Run 1, signal wires on met1:
Supply wires on this layer in grey.
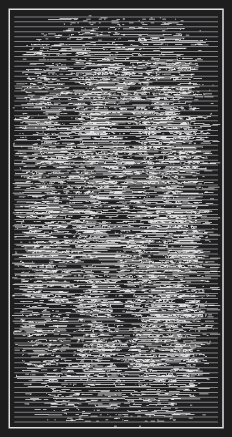
Run 1, metal 2:
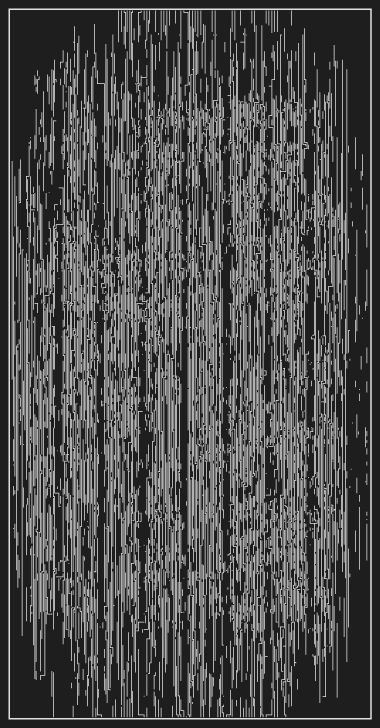
Run 1, metal 3:
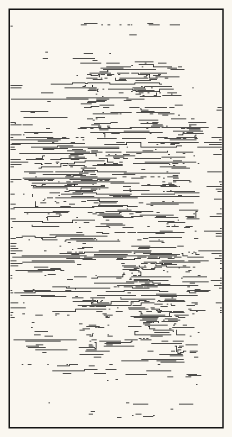
==> src/rtl/reg_wb_ctrl_if.sv <==
// Bundle of the write-request handshake, register-file write port, hazard
// check lookups and occupancy between the datapath and reg_wb_ctrl.
interface reg_wb_ctrl_if #(
  parameter int DEPTH  = 4,
  parameter int ADDR_W = 5,
  parameter int DATA_W = 32
);
  localparam int CW = $clog2(DEPTH) + 1;

  logic              req_valid;
  logic              req_ready;
  logic [ADDR_W-1:0] req_addr;
  logic [DATA_W-1:0] req_data;
  logic [ADDR_W-1:0] w_addr;
  logic [DATA_W-1:0] w_data;
  logic              reg_write_ctrl;
  logic [ADDR_W-1:0] chk_addr1;
  logic [ADDR_W-1:0] chk_addr2;
  logic              fwd_hit1;
  logic              fwd_hit2;
  logic [DATA_W-1:0] fwd_data1;
  logic [DATA_W-1:0] fwd_data2;
  logic [CW-1:0]     pending_cnt;

  modport master (
    output req_valid, req_addr, req_data, chk_addr1, chk_addr2,
    input  req_ready, w_addr, w_data, reg_write_ctrl,
           fwd_hit1, fwd_hit2, fwd_data1, fwd_data2, pending_cnt
  );

  modport slave (
    input  req_valid, req_addr, req_data, chk_addr1, chk_addr2,
    output req_ready, w_addr, w_data, reg_write_ctrl,
           fwd_hit1, fwd_hit2, fwd_data1, fwd_data2, pending_cnt
  );
endinterface

==> src/rtl/reg_wb_ctrl.sv <==
// Write-back controller: buffers register writes in a small FIFO and drains
// them into a level-sensitive register-file port with setup/strobe/hold.
module reg_wb_ctrl #(
  parameter int DEPTH  = 4,
  parameter int ADDR_W = 5,
  parameter int DATA_W = 32
) (
  input  logic          clk,
  input  logic          rst_n,
  reg_wb_ctrl_if.slave  bus
);
  localparam int PW = $clog2(DEPTH);
  localparam int CW = PW + 1;

  typedef enum logic [1:0] {IDLE, SETUP, STROBE, HOLD} state_t;

  logic [ADDR_W-1:0] r_addr [DEPTH];
  logic [DATA_W-1:0] r_data [DEPTH];
  logic [PW-1:0]     r_wptr, r_rptr;
  logic [CW-1:0]     r_cnt;
  state_t            r_state;
  logic [ADDR_W-1:0] r_w_addr;
  logic [DATA_W-1:0] r_w_data;
  logic              r_wce;

  logic              w_ready, w_push, w_pop, w_more;
  logic [PW-1:0]     w_nidx;
  logic [ADDR_W-1:0] w_naddr;
  logic [DATA_W-1:0] w_ndata;
  logic [ADDR_W-1:0] w_chk [2];
  logic [1:0]        w_hit;
  logic [DATA_W-1:0] w_fwd [2];

  // Writes to R0 complete the handshake but are dropped.
  assign w_ready = (r_cnt != CW'(DEPTH));
  assign w_push  = bus.req_valid && w_ready && (bus.req_addr != '0);
  assign w_pop   = (r_state == HOLD);

  // Next head after the HOLD pop; with one entry left it is the same-edge push.
  assign w_nidx  = r_rptr + PW'(1);
  assign w_more  = (r_cnt > CW'(1)) || w_push;
  assign w_naddr = (r_cnt > CW'(1)) ? r_addr[w_nidx] : bus.req_addr;
  assign w_ndata = (r_cnt > CW'(1)) ? r_data[w_nidx] : bus.req_data;

  always_ff @(posedge clk) begin
    if (w_push) begin
      r_addr[r_wptr] <= bus.req_addr;
      r_data[r_wptr] <= bus.req_data;
    end
  end

  always_ff @(posedge clk or negedge rst_n) begin
    if (!rst_n) begin
      r_wptr   <= '0;
      r_rptr   <= '0;
      r_cnt    <= '0;
      r_state  <= IDLE;
      r_w_addr <= '0;
      r_w_data <= '0;
      r_wce    <= 1'b0;
    end else begin
      if (w_push) r_wptr <= r_wptr + PW'(1);
      if (w_pop)  r_rptr <= r_rptr + PW'(1);
      case ({w_push, w_pop})
        2'b10:   r_cnt <= r_cnt + CW'(1);
        2'b01:   r_cnt <= r_cnt - CW'(1);
        default: ;
      endcase
      case (r_state)
        IDLE: begin
          r_wce <= 1'b0;
          if (r_cnt != '0) begin
            r_w_addr <= r_addr[r_rptr];
            r_w_data <= r_data[r_rptr];
            r_state  <= SETUP;
          end
        end
        SETUP: begin
          r_wce   <= 1'b1;
          r_state <= STROBE;
        end
        STROBE: begin
          r_wce   <= 1'b0;
          r_state <= HOLD;
        end
        default: begin
          r_wce <= 1'b0;
          if (w_more) begin
            r_w_addr <= w_naddr;
            r_w_data <= w_ndata;
            r_state  <= SETUP;
          end else begin
            r_state  <= IDLE;
          end
        end
      endcase
    end
  end

  assign w_chk[0] = bus.chk_addr1;
  assign w_chk[1] = bus.chk_addr2;

  // Walk oldest to youngest so the last match left standing is the youngest.
  always_comb begin
    logic [PW-1:0] idx;
    idx   = '0;
    w_hit = '0;
    for (int p = 0; p < 2; p++) begin
      w_fwd[p] = '0;
      for (int k = 0; k < DEPTH; k++) begin
        idx = r_rptr + PW'(k);
        if ((CW'(k) < r_cnt) && (w_chk[p] != '0) && (r_addr[idx] == w_chk[p])) begin
          w_hit[p] = 1'b1;
          w_fwd[p] = r_data[idx];
        end
      end
    end
  end

  assign bus.req_ready      = w_ready;
  assign bus.w_addr         = r_w_addr;
  assign bus.w_data         = r_w_data;
  assign bus.reg_write_ctrl = r_wce;
  assign bus.fwd_hit1       = w_hit[0];
  assign bus.fwd_hit2       = w_hit[1];
  assign bus.fwd_data1      = w_fwd[0];
  assign bus.fwd_data2      = w_fwd[1];
  assign bus.pending_cnt    = r_cnt;
endmodule

==> src/flat_wrapper.sv <==
// flat-port wrapper written by rule: the top's interface ports become plain ports
module reg_wb_ctrl_flat 
#(
  parameter int DEPTH  = 4,
  parameter int ADDR_W = 5,
  parameter int DATA_W = 32
)
  (clk, rst_n, bus_req_valid, bus_req_addr, bus_req_data, bus_chk_addr1, bus_chk_addr2, bus_req_ready, bus_w_addr, bus_w_data, bus_reg_write_ctrl, bus_fwd_hit1, bus_fwd_hit2, bus_fwd_data1, bus_fwd_data2, bus_pending_cnt);
  reg_wb_ctrl_if #(.DEPTH(DEPTH), .ADDR_W(ADDR_W), .DATA_W(DATA_W)) bus_i ();
  input  logic clk;
  input  logic rst_n;
  input wire logic [$bits(bus_i.req_valid)-1:0] bus_req_valid;
  input wire logic [$bits(bus_i.req_addr)-1:0] bus_req_addr;
  input wire logic [$bits(bus_i.req_data)-1:0] bus_req_data;
  input wire logic [$bits(bus_i.chk_addr1)-1:0] bus_chk_addr1;
  input wire logic [$bits(bus_i.chk_addr2)-1:0] bus_chk_addr2;
  output wire logic [$bits(bus_i.req_ready)-1:0] bus_req_ready;
  output wire logic [$bits(bus_i.w_addr)-1:0] bus_w_addr;
  output wire logic [$bits(bus_i.w_data)-1:0] bus_w_data;
  output wire logic [$bits(bus_i.reg_write_ctrl)-1:0] bus_reg_write_ctrl;
  output wire logic [$bits(bus_i.fwd_hit1)-1:0] bus_fwd_hit1;
  output wire logic [$bits(bus_i.fwd_hit2)-1:0] bus_fwd_hit2;
  output wire logic [$bits(bus_i.fwd_data1)-1:0] bus_fwd_data1;
  output wire logic [$bits(bus_i.fwd_data2)-1:0] bus_fwd_data2;
  output wire logic [$bits(bus_i.pending_cnt)-1:0] bus_pending_cnt;
  assign bus_i.req_valid = bus_req_valid;
  assign bus_i.req_addr = bus_req_addr;
  assign bus_i.req_data = bus_req_data;
  assign bus_i.chk_addr1 = bus_chk_addr1;
  assign bus_i.chk_addr2 = bus_chk_addr2;
  assign bus_req_ready = bus_i.req_ready;
  assign bus_w_addr = bus_i.w_addr;
  assign bus_w_data = bus_i.w_data;
  assign bus_reg_write_ctrl = bus_i.reg_write_ctrl;
  assign bus_fwd_hit1 = bus_i.fwd_hit1;
  assign bus_fwd_hit2 = bus_i.fwd_hit2;
  assign bus_fwd_data1 = bus_i.fwd_data1;
  assign bus_fwd_data2 = bus_i.fwd_data2;
  assign bus_pending_cnt = bus_i.pending_cnt;
  reg_wb_ctrl #(.DEPTH(DEPTH), .ADDR_W(ADDR_W), .DATA_W(DATA_W)) u_core (.clk(clk), .rst_n(rst_n), .bus(bus_i));
endmodule
==> config.mk <==
export PLATFORM = sky130hd
export DESIGN_NAME = reg_wb_ctrl_flat
export DESIGN_NICKNAME = d
export VERILOG_FILES = /design/src/rtl/reg_wb_ctrl_if.sv /design/src/rtl/reg_wb_ctrl.sv /design/src/flat_wrapper.sv
export SDC_FILE = /design/constraint.sdc
export NUM_CORES = 1
export LEC_CHECK = 0
export CAP_MARGIN = 20
export CORE_ASPECT_RATIO = 2
export CORE_MARGIN = 2
export CORE_UTILIZATION = 55
export DETAILED_ROUTE_END_ITERATION = 8
export GPL_TIMING_DRIVEN = 0
export PLACE_DENSITY = 0.81
export SLEW_MARGIN = 10
export SYNTH_ARGS = -nofsm -noshare
export SYNTH_HDL_FRONTEND = slang
export SYNTH_SLANG_ARGS = --single-unit
==> constraint.sdc <==
create_clock -name clk -period 3.2 [get_ports clk]
set_input_delay 0.48 -clock clk [delete_from_list [all_inputs] [get_ports clk]]
set_output_delay 0.48 -clock clk [all_outputs]
set_load 0.01 [all_outputs]
==> results_slide.txt, run 1 <==
Implementation Results

Setup path
  • Critical path type: flip-flop to output pin
  • Worst path arrival time: 3.66 ns
  • CP Capture Type: output pin

Cells and area
  • Top cell excl fill/tap: mux2i_1
  • Non-Clock Buffer Count: around 360
  • Inverter count: 16
  • Register area: 0.00562 mm2
  • Top cells excl fill/tap: mux2i_1 (160), edfxtp_1 (148), nand2_1 (115)
  • Fraction of area in multi-input gates: approximately 46%
  • Comb area: ~0.0084 mm2
  • Post-route cell area: around 0.018 mm2
  • Combinational gate count: around 1100
  • Flop share of the area: between 30% and 40%

Final timing
  • Min setup slack post-route: -0.939 ns
  • RSZ-0062 raised after global routing: true
  • Worst Skew: 0.0109 ns
  • Fin crit period: 4.14 ns
  • Final Hold Vio Count: 0
  • Finish-stage setup viols: approximately 66

Run status
  • Violated checks: negative setup slack
  • Outcome: finished with violations

Power and ir drop
  • PD cells: ~1100 mW/mm2
  • Worst VDD drop: ~0.77 mV

Place
  • Cell total after placement: around 1900
  • DP HPWL: between 30000 and 40000 um
  • Placed cell area: approximately 0.016 mm2
  • GP Congestion: 1.01

Floorplan
  • DIE HEIGHT: around 230 um

Detailed routing
  • Met3 WL: roughly 6100 um
  • 1st-iter DRT viols: 2196

Global route
  • All-Layer GR Usage: roughly 42%

Clock network
  • Number of buffers created by CTS: 17
  • # resized after CTS: around 460

Logic synthesis
  • Seq/Total Area, Yosys: roughly two fifths

Run
  • Tool warning count: 37
-- 'signal wires on met1' (at the start) --
longest straight run: 44.2 um
wire length on this layer: 17800 um
share of all routed wire: 31%
Routed WL: 58000 um
GRT met1 Usage: 45.1%
via count: 14064

-- 'metal 2' (at the start) --
longest straight run: 125 um
wire length on this layer: 27.1 mm
nets with wire on the layer: 1556
main direction: vertical
GR Layer Usage met2: 67.0%

-- 'metal 3' (at the start) --
share of all routed wire: 11%
main direction: horizontal
wire length on this layer: 6100 um
met3 track demand over resource: 10.0%

run 1: worst paths after layout:
path                                                             from                                 to  slack [ns]  cells past startpoint
worst max-delay path                     u_core.r_rptr[1]$_DFFE_PN0P_                  bus_fwd_data1[31]       -0.94                     12
worst min register to register      u_core.bus.w_data[17]$_DFFE_PN0P_  u_core.bus.w_data[17]$_DFFE_PN0P_        0.51                      1
max in group asynchronous                                       rst_n   u_core.bus.w_data[8]$_DFFE_PN0P_        2.63                      1
min in group clk                    u_core.bus.w_data[17]$_DFFE_PN0P_  u_core.bus.w_data[17]$_DFFE_PN0P_        0.51                      1
worst max register to register  u_core.bus.pending_cnt[1]$_DFFE_PN0P_  u_core.bus.w_data[11]$_DFFE_PN0P_        0.09                      8
worst min-delay path                                            rst_n   u_core.bus.w_addr[3]$_DFFE_PN0P_        0.03                      1
run 1: state kept, by name, indices dropped and copies added, names as in the netlist:
name,count
u_core.bus.w_data,32
u_core.bus.reg_write_ctrl,1
u_core.r_data,128
u_core.bus.w_addr,5
u_core.bus.pending_cnt,3
u_core.r_state,2
u_core.r_addr,20
u_core.r_wptr,2
u_core.r_rptr,2
run 1: report_power, final:
part           switching, mW  internal [mW]  total (mW)
clock                   1.01           1.26        2.27
combinational           8.48           5.83        14.3
sequential             0.392           3.49        3.88
total                   9.89           10.6        20.5
run 1: cells by family after synthesis:
logic type / after synthesis / synth area share (%)
AOI/OAI and AO/OA: 337 / 15.3
xor gates and xnor gates: 47 / 3.00
adders and majority gates: 13 / 1.16
buffers and inverters: 145 / 4.71
DFF: 195 / 40.2
muxes: 262 / 20.9
and+or+nand+nor: 394 / 14.7
run 1: synth_stat cells, types with 3 or more instances:
| master | n | share of area, % |
|---|---|---|
| a31oi_1 | 33 | 1.5 |
| nor2b_1 | 38 | 1.7 |
| buf_4 | 8 | 0.43 |
| mux2_2 | 67 | 5.4 |
| clkbuf_1 | 78 | 2.1 |
| a311o_1 | 3 | 0.21 |
| xnor2_1 | 36 | 2.3 |
| nor4_1 | 4 | 0.18 |
| ha_1 | 13 | 1.2 |
| edfxtp_1 | 148 | 32 |
| buf_2 | 17 | 0.61 |
| o211ai_2 | 10 | 0.89 |
| dfrtp_1 | 47 | 8.4 |
| nor4b_1 | 4 | 0.25 |
| buf_1 | 18 | 0.48 |
| nand3_1 | 7 | 0.25 |
| or3_1 | 29 | 1.3 |
| o21ai_0 | 73 | 2.6 |
| nand4_1 | 6 | 0.27 |
| a211oi_1 | 6 | 0.32 |
| a22o_1 | 3 | 0.19 |
| nand3b_1 | 33 | 1.8 |
| inv_1 | 16 | 0.43 |
| xor2_1 | 10 | 0.63 |
| and2_1 | 36 | 1.6 |
| nand2_1 | 117 | 3.1 |
| nor2_1 | 41 | 1.1 |
| o211ai_1 | 85 | 4.6 |
| a21oi_1 | 103 | 3.7 |
| buf_6 | 7 | 0.56 |
| mux2i_1 | 176 | 13 |
| mux4_2 | 17 | 2.7 |
| nor3_1 | 65 | 2.3 |
run 1: routing by layer:
metal | up-vias | GRT usage (%)
li1 | 5728 | -
met1 | 6594 | 45.1
met2 | 1245 | 67.0
met3 | 497 | 10.0
met4 | 0 | 38.5
met5 | - | 0
==> inputs of run 2 (changes only) <==
CORE_UTILIZATION = 42   (was 55)
PLACE_DENSITY = 0.66   (was 0.81)
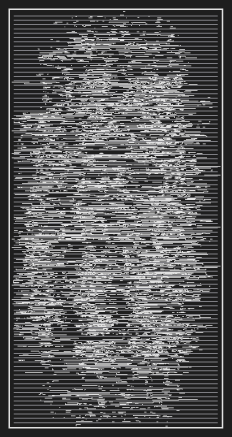
Run 2: signal wires on met1
Supply wires on this layer in grey.
wire length on this layer: 19500 um
share of all routed wire: 33%
main direction: horizontal
via count: 13597
GRT met1 Usage: 33.5%
Routed WL: 59800 um

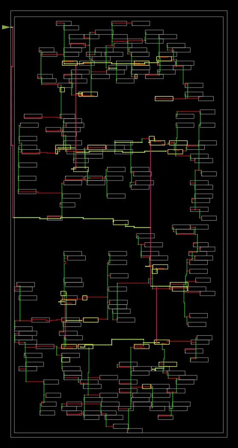
Run 2: clock nets
Clock net power: 2.47 mW
clock buffers: 21
clk sink count: 195
clk latency late pin: 0.47 ns

==> run 2 against run 1 <==
Net effect: the run still ends with negative setup slack left; fmax is 3.8% higher; sequential power hardly changed; die area is 30% higher; worst setup slack better by 0.15 ns.
==> results_slide.txt, run 2 <==
Implementation Results

Floorplan
  • Chip Width: around 130 um
  • Initial core utilization: 42.6%
  • Rows: ~94
  • DIE HEIGHT: 262 um
  • CORE AREA: roughly 0.033 mm2
  • I/O pin count: between 150 and 200
  • Die area: roughly 0.035 mm2

Final timing
  • Finish-stage setup viols: between 60 and 70
  • Final Hold Vio Count: 0
  • Fin. max-slew vios: 0
  • Period utilisation layout: 125%
  • Hold Slack: approximately 0.064 ns
  • Fin crit period: 3.99 ns
  • RSZ-0062 raised after global routing: true
  • Max_slew headroom: about two fifths
  • Max Freq: roughly 250 MHz
  • Worst Skew: approximately 0.013 ns
  • Worst slew pin tran: around 0.9 ns
  • Min setup slack post-route: -0.787 ns

Cells and area
  • Largest Register: u_core.r_data
  • Post-route cell area: between 0.015 and 0.02 mm2
  • Top cells excl fill/tap: mux2i_1 (160), edfxtp_1 (148), nand2_1 (117)
  • Top cell excl fill/tap: mux2i_1
  • Share of cells above drive strength 1: between 20 and 30%
  • Layout area overhead: 35.3%
  • Max reg flops: between 100 and 150

Place
  • Placed cell area: roughly 0.016 mm2
  • GP Congestion: between 0.9 and 1
  • DP HPWL: about 40000 um

Logic synthesis
  • Synthesized area per cell: 10.0 um2
  • Number of cells in Yosys stat: around 1400
  • Yosys top cell area share: a little under a third
  • Ys async rst share: between 20% and 30%
  • Synth flops: about 200
  • Top cells, area: edfxtp_1 (32%), mux2i_1 (13%), dfrtp_1 (8.4%), mux2_2 (5.4%), o211ai_1 (4.6%)
  • Syn_nets: roughly 1500
  • Most frequent cell after synthesis: mux2i_1
  • Post-synthesis instance total: around 1400
  • Yosys top cell by area: edfxtp_1
  • Mapped Area: 0.0140 mm2
  • Yosys warnings: 0
  • Commonest flop: edfxtp_1
  • Synth cell types: 65
  • Top cells by count, synth: mux2i_1 (176), edfxtp_1 (148), nand2_1 (117)
  • Yosys synthesis chip area: around 0.014 mm2
  • Seq/Total Area, Yosys: between 40% and 50%

Clock network
  • Number of buffers created by CTS: 17
  • Clock slew at reported path FFs: around 0.08 ns
  • Clock root buffer: clkbuf_16
  • Hold_buf cts: 0
  • Clock Path Buffers: 2
  • CTS tree: built

Power and ir drop
  • Worst VDD drop: approximately 0.53 mV
  • PD cells: roughly 1100 mW/mm2
  • Leak: just over 7 nW

Global route
  • All-Layer GR Usage: between 30% and 40%
  • GR Layer Usage met2: between 50% and 60%
  • Grt ovf: 0
  • First-pass GRT wire length: 85800 um
  • Initial antenna violation count: 1
  • Met3 track demand over resource: between 5 and 6%
  • Largest net degree at the start of global routing: ~48
  • GR peak layer: met2

Setup path
  • R2r startpoint: u_core.r_rptr[1]$_DFFE_PN0P_
  • Worst path arrival time: ~3.5 ns
  • Critical path required time: between 2 and 3 ns
  • CP startpoint kind: flip-flop
  • CP max FO: 6
  • Reg2Reg Depth: 14
  • Slowest cell on crit path: mux4_2
  • CP most frequent cell: o211ai_1
  • Critical path type: flip-flop to output pin
  • RR Endpoint: u_core.bus.w_data[25]$_DFFE_PN0P_
  • CP cell instances: buf_6 > buf_12 > mux4_2 > a211oi_2 > o211ai_1 > a211oi_2 > o211ai_1 > buf_6 > buf_12 > o211ai_1 > buf_2
  • R2r setup slk: 0.18 ns
  • CP Capture Type: output pin

Detailed routing
  • Routed len/inst: around 28 um
  • 1st-iter DRT viols: about 1500
  • Antenna Nets Post-Route: 0
  • Drc violations: 0
  • Number of vias per cell: about 6.5

Run
  • Tool warning count: 37
  • Max-cap check violation count: 0

Worst hold path
  • Worst Hold Class: input port to asynchronous set/reset pin

Run status
  • Violated checks: negative setup slack
  • Outcome: finished with violations
run 2: cell counts after synthesis:
No cell type changed its count.
run 2: cells by family after synthesis:
kind of cell	Yosys count	share of synthesized area (%)
buf+inv	145	4.71
flops	195	40.2
fa+ha+maj	13	1.16
compound gates	337	15.3
mux	262	20.9
simple gates	394	14.7
xor+xnor	47	3.00
run 2: worst max path at each step:
stage / start / cells after the start / to
after global routing: u_core.r_rptr[0]$_DFFE_PN0P_ / 10 / bus_fwd_data1[4]
after global placement: bus_req_addr[3] / 6 / u_core.bus.w_data[1]$_DFFE_PN0P_
after CTS: u_core.r_rptr[1]$_DFFE_PN0P_ / 13 / bus_fwd_data2[25]
after floorplan: u_core.r_rptr[1]$_DFFE_PN0P_ / 11 / bus_fwd_data2[10]
after detailed placement: u_core.bus.pending_cnt[1]$_DFFE_PN0P_ / 10 / bus_fwd_data2[11]
final: u_core.r_rptr[0]$_DFFE_PN0P_ / 11 / bus_fwd_data1[8]
run 2: layout make-up:
cell class | instances | area (um2)
Multi-Input combinational cell | 1053 | 8530
Antenna cell | 1 | 2.50
Clock buffer | 21 | 460
Fill cell | 2786 | 13900
Inverter | 16 | 63.8
Tap cell | 432 | 541
Clock inverter | 11 | 196
Timing Repair Buffer | 248 | 2470
Sequential cell | 195 | 5620
Buffer | 123 | 1050
run 2: power by group:
| part | switching [mW] | leakage, nW | internal, mW |
|---|---|---|---|
| Clock | 1.03 | 0.315 | 1.44 |
| Sequential | 0.395 | 1.91 | 3.49 |
| Combinational | 8.52 | 5.00 | 6.18 |
run 2: repair_timing:
action / in CTS / in global routing
buffers inserted: 64 / 16
pin swaps: 88 / 71
setup endpoints to repair: 102 / 91
cloned: 13 / 2
resized: 545 / 102
run 2: worst max-delay path: cells and delay by family, from the launching register on:
family	cells	cell delay, ns
AND-OR/OR-AND	5	1.27
multiplexers	1	0.57
buffers and inverters	5	0.84
flip-flops	1	0.34
run 2: per-layer routing:
layer | part of all wire (%) | up-vias
met5 | 0.027 | -
met4 | 10 | 2
met3 | 6.5 | 324
met2 | 51 | 897
met1 | 33 | 6605
li1 | - | 5769
run 2: stage by stage:
step	worst slack (ns)	TNS [ns]	total power, mW	util, %	instances
after global placement	-1.84	-310.49	15.8	48.9	1976
after global routing	-0.786	-46.67	21.8	57.7	2099
after detailed placement	-1.64	-109.81	16.0	49.3	1982
after floorplan	0.239	0	11.2	-	1393
after CTS	-0.720	-41.13	20.2	56.6	2089
final	-0.787	-44.71	21.1	57.7	2100
No activity file was given, so power comes from the tool's default toggle rates.
